==> config.mk <==
export PLATFORM = sky130hd
export DESIGN_NAME = mult8_seq_ctrl_flat
export DESIGN_NICKNAME = d
export VERILOG_FILES = /design/src/rtl/mult8_seq_ctrl_if.sv /design/src/rtl/mult8_seq_ctrl.sv /design/src/flat_wrapper.sv
export SDC_FILE = /design/constraint.sdc
export NUM_CORES = 1
export LEC_CHECK = 0
export CAP_MARGIN = 30
export CORE_ASPECT_RATIO = 1.1
export CORE_MARGIN = 2
export CORE_UTILIZATION = 30
export CTS_CLUSTER_DIAMETER = 60
export DETAILED_ROUTE_END_ITERATION = 8
export PLACE_DENSITY_LB_ADDON = 0.3
export REMOVE_ABC_BUFFERS = 1
export SKIP_LAST_GASP = 1
export SLEW_MARGIN = 20
export SYNTH_ARGS = -nofsm -noshare
export SYNTH_HDL_FRONTEND = slang
export SYNTH_SLANG_ARGS = --single-unit
==> constraint.sdc <==
create_clock -name clk -period 3.95 [get_ports clk]
set_clock_uncertainty 0.05 [all_clocks]
set_input_delay 0.5925 -clock clk [delete_from_list [all_inputs] [get_ports clk]]
set_output_delay 0.5925 -clock clk [all_outputs]
set_load 0.02 [all_outputs]
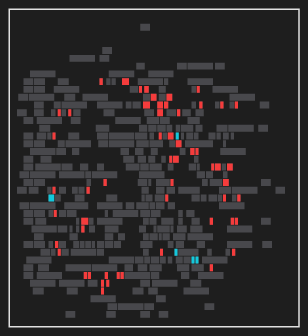
Fig. 1. Gate families picked out.
Cyan shows inv cells, cells 5. Red shows nand cells, cells 55.
logic share of the area: 0.443
most frequent logic cell in the layout: clkdlybuf4s50_1
fin cells: 475

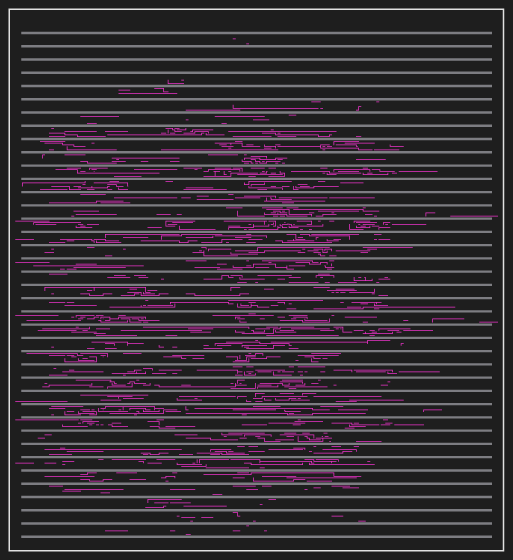
Fig. 2. M1 wires.
Supply wires on this layer in grey.
356 nets have wire on it. The longest straight run is 28.1 um. The layer holds 44% of the routed length. The layer carries 3280 um of wire.
vias: 2437
overall routed net length: 7390 um
met1 usage: 0.175

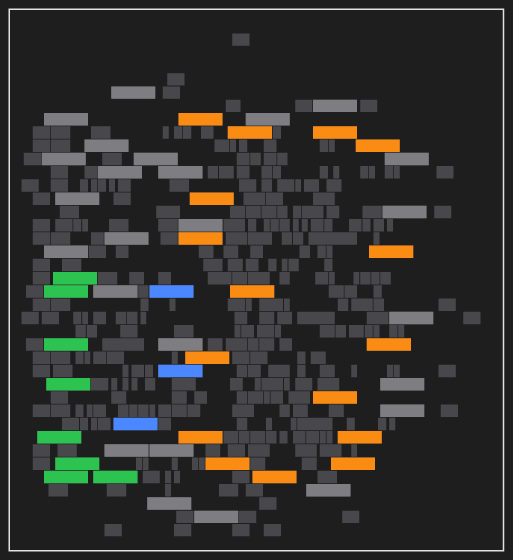
Fig. 3. Sequential cells coloured by netlist name.
Blue shows `u_core.state_q`, placed flops 3. Green shows `u_core.a_q`, placed flops 8. Orange shows `u_core.acc_q`, placed flops 16.
Another 25 sequential cells are not coloured.
Power Sequential: 0.000982 W
Seq/total area: 0.339

==> job_summary.md <==
## PnR job results

| Metric | Value |
|---|---|
| Post-synthesis cell type with the largest instance count | `dfrtp_1` |
| Rows | `38` |
| Sequential share of the synthesized area | `0.418` |
| Max-Cap Viols | `0` |
| # clk buffers | `6` |
| Pwr Total | `approximately 0.0034 W` |
| Avg WL per Cell | `around 16 um` |
| I/O pin cnt | `54` |
| Sequential standard cell area | `about 1300 um2` |
| FF-to-FF path depth | `12` |
| Clk ins delay skew pair | `roughly 320 ps` |
| Remaining antenna violation count | `0` |
| Critical Path End Type | `flip-flop` |
| Sequential share of power | `0.292` |
| Combinational gate count | `around 230` |
| Fin area | `3840 um2` |
| Most Crowded Layer GR | `met2` |
| Status | `finished clean` |
| Post-Route Utilization | `0.385` |
| Net Switching | `between 0.0015 and 0.002 W` |
| Place WS | `roughly 540 ps` |
| CTS tree | `done` |
| Crit path depth | `12` |
| Largest net degree at the start of global routing | `between 50 and 60` |
| GRT Total Usage | `0.138` |
| Drt first pass iters | `4` |
| Hold Slack | `between 400 and 500 ps` |
| R2R setup slack | `approximately 500 ps` |
| H-tree depth | `2` |
| Starting DRC count in detailed routing | `178` |
| GR Util met3 | `0.0303` |
| Top cells by area | `dfrtp_1 42%, mux2_2 8.3%, ha_1 6.0%, nand2_1 4.7%, o21ai_0 3.5%` |
| Logic pwr share | `0.611` |
| Setup ws final | `approximately 500 ps` |
| OpenROAD warnings | `25` |
| Slew headroom | `0.422` |
| CTS sink count | `approximately 52` |
| Worst-path cell chain | `nor2b_1, nor2b_1, and2_1, ha_1, inv_1, fa_1, nor2b_1, o31ai_2, a21oi_2, nor2b_2, or4_1, nand3_1` |
| DIE WIDTH | `101 um` |
Power is estimated from default activity; no workload was simulated.
